`src/rtl/mips_mem_pkg.sv`:
```
// Shared types and sizing for the MEM-stage data cache.
package mips_mem_pkg;

  localparam int DEF_INDEX_BITS = 4;
  localparam int DEF_ADDR_W     = 32;

  typedef enum logic [1:0] {IDLE, READ_MISS, WRITE_MEM, RESP} state_e;

  function automatic int tag_w(input int addr_w, input int index_bits);
    return addr_w - 2 - index_bits;
  endfunction

endpackage

```
`src/rtl/data_cache_ctrl_if.sv`:
```
// Main-memory request/acknowledge bus between the data cache and memory.
interface data_cache_ctrl_if #(parameter int ADDR_W = 32);

  logic              mm_req;
  logic              mm_we;
  logic [ADDR_W-1:0] mm_addr;
  logic [31:0]       mm_wdata;
  logic              mm_ack;
  logic [31:0]       mm_rdata;

  modport master (output mm_req, mm_we, mm_addr, mm_wdata, input mm_ack, mm_rdata);
  modport slave  (input mm_req, mm_we, mm_addr, mm_wdata, output mm_ack, mm_rdata);

endinterface

```
`src/rtl/dcache_array.sv`:
```
// Direct-mapped tag/data/valid storage: combinational read, synchronous write.
module dcache_array import mips_mem_pkg::*; #(
  parameter int INDEX_BITS = DEF_INDEX_BITS,
  parameter int TAG_W      = tag_w(DEF_ADDR_W, DEF_INDEX_BITS)
) (
  input  logic                  clk,
  input  logic                  rst_n,
  input  logic [INDEX_BITS-1:0] rd_idx,
  output logic                  rd_valid,
  output logic [TAG_W-1:0]      rd_tag,
  output logic [31:0]           rd_data,
  input  logic                  wr_en,
  input  logic [INDEX_BITS-1:0] wr_idx,
  input  logic [TAG_W-1:0]      wr_tag,
  input  logic [31:0]           wr_data
);

  localparam int LINES = 1 << INDEX_BITS;

  logic [LINES-1:0] valid_q, valid_d;
  logic [TAG_W-1:0] tag_q  [LINES];
  logic [31:0]      data_q [LINES];

  always_comb begin
    valid_d = valid_q;
    if (wr_en) valid_d[wr_idx] = 1'b1;
  end

  always_ff @(posedge clk or negedge rst_n) begin
    if (!rst_n) valid_q <= '0;
    else        valid_q <= valid_d;
  end

  // Tag and data are don't-care until their valid bit is set, so no reset.
  always_ff @(posedge clk) begin
    if (wr_en) begin
      tag_q[wr_idx]  <= wr_tag;
      data_q[wr_idx] <= wr_data;
    end
  end

  assign rd_valid = valid_q[rd_idx];
  assign rd_tag   = tag_q[rd_idx];
  assign rd_data  = data_q[rd_idx];

endmodule

```
`src/rtl/data_cache_ctrl.sv`:
```
// Write-through, read-allocate direct-mapped data cache for the MIPS MEM stage.
module data_cache_ctrl import mips_mem_pkg::*; #(
  parameter int INDEX_BITS = DEF_INDEX_BITS,
  parameter int ADDR_W     = DEF_ADDR_W
) (
  input  logic              clk,
  input  logic              rst_n,
  input  logic              mem_read,
  input  logic              mem_write,
  input  logic [ADDR_W-1:0] addr,
  input  logic [31:0]       write_data,
  output logic [31:0]       read_data,
  output logic              hit,
  data_cache_ctrl_if.master mm,
  output logic [15:0]       miss_count
);

  localparam int TAG_W = tag_w(ADDR_W, INDEX_BITS);

  state_e            state_q, state_d;
  logic              req_q, req_d;
  logic              we_q, we_d;
  logic [ADDR_W-1:0] maddr_q, maddr_d;
  logic [31:0]       wdata_q, wdata_d;
  logic [31:0]       fill_q, fill_d;
  logic [15:0]       miss_q, miss_d;

  logic [INDEX_BITS-1:0] idx;
  logic [TAG_W-1:0]      tag;
  logic [ADDR_W-1:0]     word_addr;
  logic                  rd_valid, tag_hit, arr_we;
  logic [TAG_W-1:0]      rd_tag;
  logic [31:0]           rd_data, arr_wdata;
  logic                  unused_byte_off;

  assign idx             = addr[INDEX_BITS+1:2];
  assign tag             = addr[ADDR_W-1:INDEX_BITS+2];
  assign word_addr       = {addr[ADDR_W-1:2], 2'b00};
  assign unused_byte_off = ^addr[1:0];
  assign tag_hit         = rd_valid && (rd_tag == tag);

  // Request inputs are held stable while stalled, so the live index/tag
  // also address the line being filled or updated on ack.
  dcache_array #(.INDEX_BITS(INDEX_BITS), .TAG_W(TAG_W)) u_array (
    .clk      (clk),
    .rst_n    (rst_n),
    .rd_idx   (idx),
    .rd_valid (rd_valid),
    .rd_tag   (rd_tag),
    .rd_data  (rd_data),
    .wr_en    (arr_we),
    .wr_idx   (idx),
    .wr_tag   (tag),
    .wr_data  (arr_wdata)
  );

  always_comb begin
    state_d   = state_q;
    req_d     = req_q;
    we_d      = we_q;
    maddr_d   = maddr_q;
    wdata_d   = wdata_q;
    fill_d    = fill_q;
    miss_d    = miss_q;
    hit       = 1'b1;
    read_data = '0;
    arr_we    = 1'b0;
    arr_wdata = wdata_q;
    case (state_q)
      IDLE: begin
        if (mem_write) begin
          hit     = 1'b0;
          state_d = WRITE_MEM;
          req_d   = 1'b1;
          we_d    = 1'b1;
          maddr_d = word_addr;
          wdata_d = write_data;
        end else if (mem_read) begin
          if (tag_hit) begin
            read_data = rd_data;
          end else begin
            hit     = 1'b0;
            state_d = READ_MISS;
            req_d   = 1'b1;
            we_d    = 1'b0;
            maddr_d = word_addr;
            miss_d  = miss_q + 16'd1;
          end
        end
      end
      READ_MISS: begin
        hit = 1'b0;
        if (mm.mm_ack) begin
          arr_we    = 1'b1;
          arr_wdata = mm.mm_rdata;
          fill_d    = mm.mm_rdata;
          req_d     = 1'b0;
          state_d   = RESP;
        end
      end
      WRITE_MEM: begin
        hit = 1'b0;
        if (mm.mm_ack) begin
          arr_we  = tag_hit;  // no allocate on write miss
          req_d   = 1'b0;
          state_d = RESP;
        end
      end
      RESP: begin
        state_d = IDLE;
        if (mem_read && !mem_write) read_data = fill_q;
      end
      default: state_d = IDLE;
    endcase
    // Present reset-state outputs while reset is held, whatever the request.
    if (!rst_n) begin
      hit       = 1'b1;
      read_data = '0;
    end
  end

  always_ff @(posedge clk or negedge rst_n) begin
    if (!rst_n) begin
      state_q <= IDLE;
      req_q   <= 1'b0;
      we_q    <= 1'b0;
      maddr_q <= '0;
      wdata_q <= '0;
      fill_q  <= '0;
      miss_q  <= '0;
    end else begin
      state_q <= state_d;
      req_q   <= req_d;
      we_q    <= we_d;
      maddr_q <= maddr_d;
      wdata_q <= wdata_d;
      fill_q  <= fill_d;
      miss_q  <= miss_d;
    end
  end

  assign mm.mm_req   = req_q;
  assign mm.mm_we    = we_q;
  assign mm.mm_addr  = maddr_q;
  assign mm.mm_wdata = wdata_q;
  assign miss_count  = miss_q;

endmodule

```
`src/flat_wrapper.sv`:
```
// flat-port wrapper written by rule: the top's interface ports become plain ports
module data_cache_ctrl_flat import mips_mem_pkg::*;
#(
  parameter int INDEX_BITS = DEF_INDEX_BITS,
  parameter int ADDR_W     = DEF_ADDR_W
)
  (clk, rst_n, mem_read, mem_write, addr, write_data, read_data, hit, miss_count, mm_mm_req, mm_mm_we, mm_mm_addr, mm_mm_wdata, mm_mm_ack, mm_mm_rdata);
  data_cache_ctrl_if #(.ADDR_W(ADDR_W)) mm_i ();
  input  logic clk;
  input  logic rst_n;
  input  logic mem_read;
  input  logic mem_write;
  input  logic [ADDR_W-1:0] addr;
  input  logic [31:0] write_data;
  output logic [31:0] read_data;
  output logic hit;
  output logic [15:0] miss_count;
  output wire logic [$bits(mm_i.mm_req)-1:0] mm_mm_req;
  output wire logic [$bits(mm_i.mm_we)-1:0] mm_mm_we;
  output wire logic [$bits(mm_i.mm_addr)-1:0] mm_mm_addr;
  output wire logic [$bits(mm_i.mm_wdata)-1:0] mm_mm_wdata;
  input wire logic [$bits(mm_i.mm_ack)-1:0] mm_mm_ack;
  input wire logic [$bits(mm_i.mm_rdata)-1:0] mm_mm_rdata;
  assign mm_mm_req = mm_i.mm_req;
  assign mm_mm_we = mm_i.mm_we;
  assign mm_mm_addr = mm_i.mm_addr;
  assign mm_mm_wdata = mm_i.mm_wdata;
  assign mm_i.mm_ack = mm_mm_ack;
  assign mm_i.mm_rdata = mm_mm_rdata;
  data_cache_ctrl #(.INDEX_BITS(INDEX_BITS), .ADDR_W(ADDR_W)) u_core (.clk(clk), .rst_n(rst_n), .mem_read(mem_read), .mem_write(mem_write), .addr(addr), .write_data(write_data), .read_data(read_data), .hit(hit), .mm(mm_i), .miss_count(miss_count));
endmodule
```
`config.mk`:
```
export PLATFORM = sky130hd
export DESIGN_NAME = data_cache_ctrl_flat
export DESIGN_NICKNAME = d
export VERILOG_FILES = /design/src/rtl/mips_mem_pkg.sv /design/src/rtl/data_cache_ctrl_if.sv /design/src/rtl/dcache_array.sv /design/src/rtl/data_cache_ctrl.sv /design/src/flat_wrapper.sv
export SDC_FILE = /design/constraint.sdc
export NUM_CORES = 1
export LEC_CHECK = 0
export CAP_MARGIN = 5
export CORE_MARGIN = 3
export CORE_UTILIZATION = 60
export CTS_CLUSTER_SIZE = 8
export DETAILED_ROUTE_END_ITERATION = 6
export GPL_TIMING_DRIVEN = 0
export MAX_ROUTING_LAYER = met4
export PLACE_DENSITY_LB_ADDON = 0.12
export SYNTH_ARGS = -nofsm -noshare
export SYNTH_HDL_FRONTEND = slang
export SYNTH_SLANG_ARGS = --single-unit
export TNS_END_PERCENT = 30
```
`constraint.sdc`:
```
create_clock -name clk -period 7.95 [get_ports clk]
set_clock_uncertainty 0.1 [all_clocks]
set_input_delay 1.1925 -clock clk [delete_from_list [all_inputs] [get_ports clk]]
set_output_delay 1.1925 -clock clk [all_outputs]
set_load 0.005 [all_outputs]
```
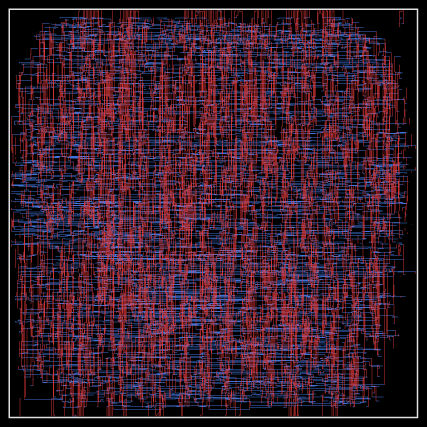
(run_1/metal_stack.png)
(1.5 px per µm) Only two layers are drawn.
- met2: red (wire length 54.4 mm)
- met1: blue (wire length 45.3 mm)

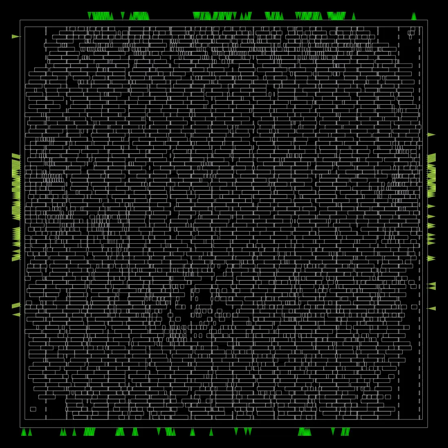
(run_1/final_placement.png)
final non-filler cell total: 3638
Std-Cell Rows: 96
Seq/total area: 0.618

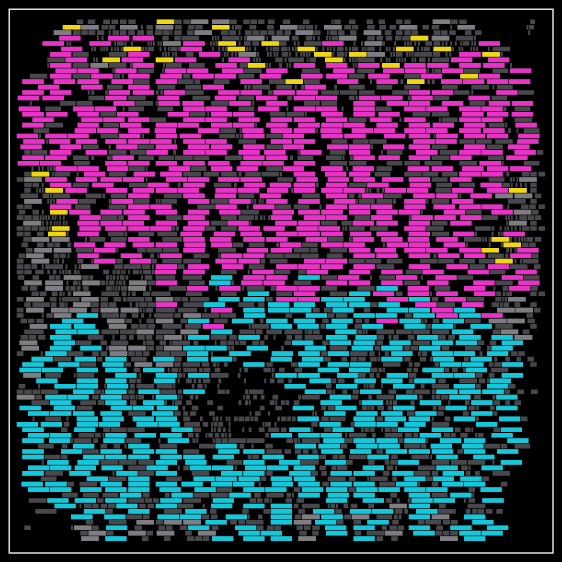
(run_1/registers.png)
(2 px per µm) Other sequential cells in the stronger gray, the rest of the logic in the fainter gray.
- u_core.u_array.data_q: magenta (placed flops 512)
- u_core.u_array.tag_q: cyan (placed flops 416)
- u_core.fill_q: yellow (placed flops 32)
- not colored: 98

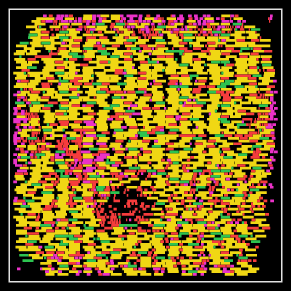
(run_1/cell_classes.png)
(1 px per µm)
- all other logic: red (cells 1034)
- flip-flops: yellow (cells 1058)
- clock drivers and dummy loads: green (cells 259)
- other buffers and delay cells: magenta (cells 354)

==> impl_metrics.ini, run 1 <==
; flow metrics
[outcome]
status = finished clean

[sta]
max_freq_mhz = 130
setup-violations-final = 0
rsz0062_at_grt = false
timing.final.ws_setup_ps = 252

[layout]
drive_gt1_frac = 0.199
area_growth_pct = 19.5
top_register = u_core.u_array.data_q
n_all_buffers = 354
final_nets = 2704
n_antenna_cell = 2
dominant_cells = flip-flops and latches

[synth]
top_area_cell = edfxtp_1
synth-async-reset-ratio = 0.123
edf_count = 928
common_cells = edfxtp_1 (928), nand2_1 (267), mux4_2 (214)
top_cell_area_share = 0.661
ys_sh_xor = 0.00769
netlist_area_um2 = 42200
top_cell = edfxtp_1

[floorplan]
die_x_um = 271
die-area_um2 = 73500
initial_core_util = 0.611

[clock_tree]
clkTransAtPathRegs_ps = 50
cts-resized-gates = 0
cts_tree = done
cts_setup_buffers = 1

[power]
power.share.sequential = 0.466
power.total_uw = 15300
ir_drop_v = 0.000269
swShare = 0.251
pg_seq_uw = 7110

[worst_setup_path]
path_cells = clkdlybuf4s50_1 -> buf_4 -> nor2_1 -> clkbuf_1 -> a22oi_1 -> and3b_1 -> a2111oi_0 -> a31o_2 -> nand4_1 -> nor4_4 -> buf_4 -> buf_4 -> nand3_1 -> nand2_1 -> clkdlybuf4s50_1
critical_path.most_common_cell = buf_4
endpoint_kind = primary output
critPathTopFamily = buffers and inverters

[placement]
place_ws_ps = -195
place_area_um2 = 46000
io_buffer_count = 208

[global_routing]
grt_first_pass_wirelength_mm = 168
grtUsageMet2 = 0.488

[detailed_routing]
drt_pass1_iterations = 5
wl_met1_mm = 45.3
met2_length_mm = 54.4
==> run_1/met3.png <==
(1.5 px per µm)
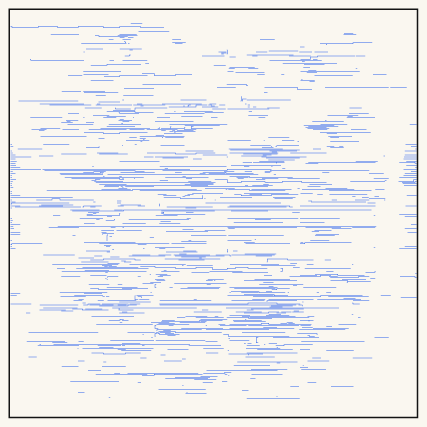

==> run 2: changes to the inputs <==
--- a/config.mk
+++ b/config.mk
@@ -5,9 +5,10 @@
 export SDC_FILE = /design/constraint.sdc
 export NUM_CORES = 1
 export LEC_CHECK = 0
+export ABC_AREA = 1
 export CAP_MARGIN = 5
 export CORE_MARGIN = 3
-export CORE_UTILIZATION = 60
+export CORE_UTILIZATION = 64
 export CTS_CLUSTER_SIZE = 8
 export DETAILED_ROUTE_END_ITERATION = 6
 export GPL_TIMING_DRIVEN = 0
==> constraint.sdc (replaced) <==
create_clock -name clk -period 9.6 [get_ports clk]
set_clock_uncertainty 0.1 [all_clocks]
set_input_delay 1.44 -clock clk [delete_from_list [all_inputs] [get_ports clk]]
set_output_delay 1.44 -clock clk [all_outputs]
set_load 0.005 [all_outputs]
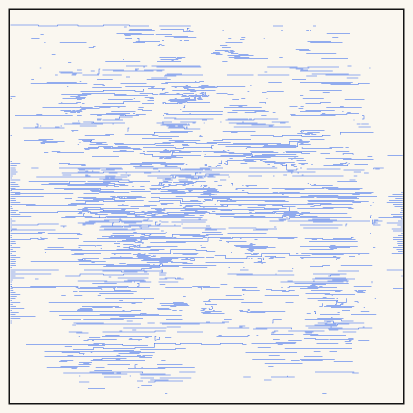
(run_2/met3.png)
(1.5 px per µm)
- share of all routed wire: 13%
- wire length on this layer: 15700 µm
- main direction: horizontal
- longest straight run: 141 µm
- nets with wire on the layer: 680

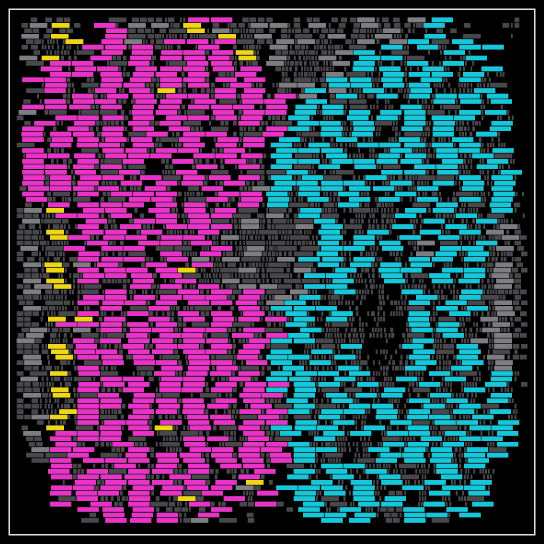
(run_2/registers.png)
(2 px per µm) Other sequential cells in the stronger gray, the rest of the logic in the fainter gray.
- u_core.u_array.data_q: magenta (placed flops 512)
- u_core.fill_q: yellow (placed flops 32)
- u_core.u_array.tag_q: cyan (placed flops 416)

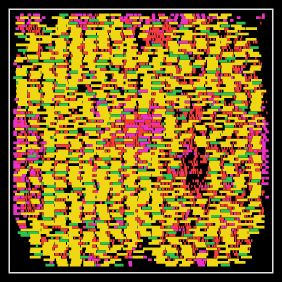
(run_2/cell_classes.png)
(1 px per µm)
- all other logic: red (cells 2250)
- clock drivers and dummy loads: green (cells 264)
- flip-flops: yellow (cells 1058)
- other buffers and delay cells: magenta (cells 415)

==> run 2 against run 1 <==
Net effect:
- the flow now finishes with violations (DRC)
- first-iteration DRC count grew 53%
- register-to-register slack gained 3100 ps
- sequential share of layout area up 0.29 points
- final cell count up 33%
- largest power group unchanged
- die area decreased by 6.6%
- non-clock buffer count is 61 higher
- synthesized cell count grew 58%
==> impl_metrics.ini, run 2 <==
; flow metrics
[synth]
synth-async-reset-ratio = 0.123
edf_count = 928
simple_gate_area_frac = 0.154
top_cell = nand2_1
top_cell_area_share = 0.664
ys_sh_xor = 0.00271
common_cells = nand2_1 (1324), edfxtp_1 (928), o22ai_1 (261)
top_area_cell = edfxtp_1
avgSynthCellArea_um2 = 12.0

[power]
power.total_uw = 12800
pg_seq_uw = 5890
power.share.sequential = 0.460
ir_drop_v = 0.000217

[clock_tree]
cts_tree = done
cts_setup_buffers = 0
clkTransAtPathRegs_ps = 40
cts-resized-gates = 0

[sta]
finalClockPeriodUsage = 0.827
max_freq_mhz = 126
rsz0062_at_grt = false
timing.final.ws_setup_ps = 1660
setup-violations-final = 0

[layout]
fin_cells = 4843
top_register = u_core.u_array.data_q
dominant_cells = flip-flops and latches
drive_gt1_frac = 0.0747
area_growth_pct = 19.6
seq_share = 0.621
n_antenna_cell = 1
flop-count = 1058
final_nets = 3981
inv_count = 76
n_all_buffers = 415

[floorplan]
die-area_um2 = 68600
initial_core_util = 0.648
floorplan.rows = 93
die_x_um = 262

[placement]
io_buffer_count = 210
place_ws_ps = 2060

[detailed_routing]
met2_length_mm = 59.7
drt_pass1_iterations = 7
wl_met1_mm = 42.9
drc = 1

[worst_setup_path]
endpoint_kind = primary output
path_cells = clkdlybuf4s50_1 -> inv_2 -> buf_2 -> nor2_1 -> inv_2 -> o22ai_1 -> o21ai_0 -> nand3_1 -> nor2_1 -> nand3_1 -> nor2_1 -> nand2_2 -> nand3_2 -> buf_2 -> nand3_1 -> nand2_1 -> clkdlybuf4s50_1
critPathTopFamily = buffers and inverters

[outcome]
violations = DRC
status = finished with violations

[global_routing]
grt_first_pass_wirelength_mm = 183
grt_use_met1 = 0.472

[hold_path]
min_delay_path_depth = 2
Power is estimated from default activity; no workload was simulated.
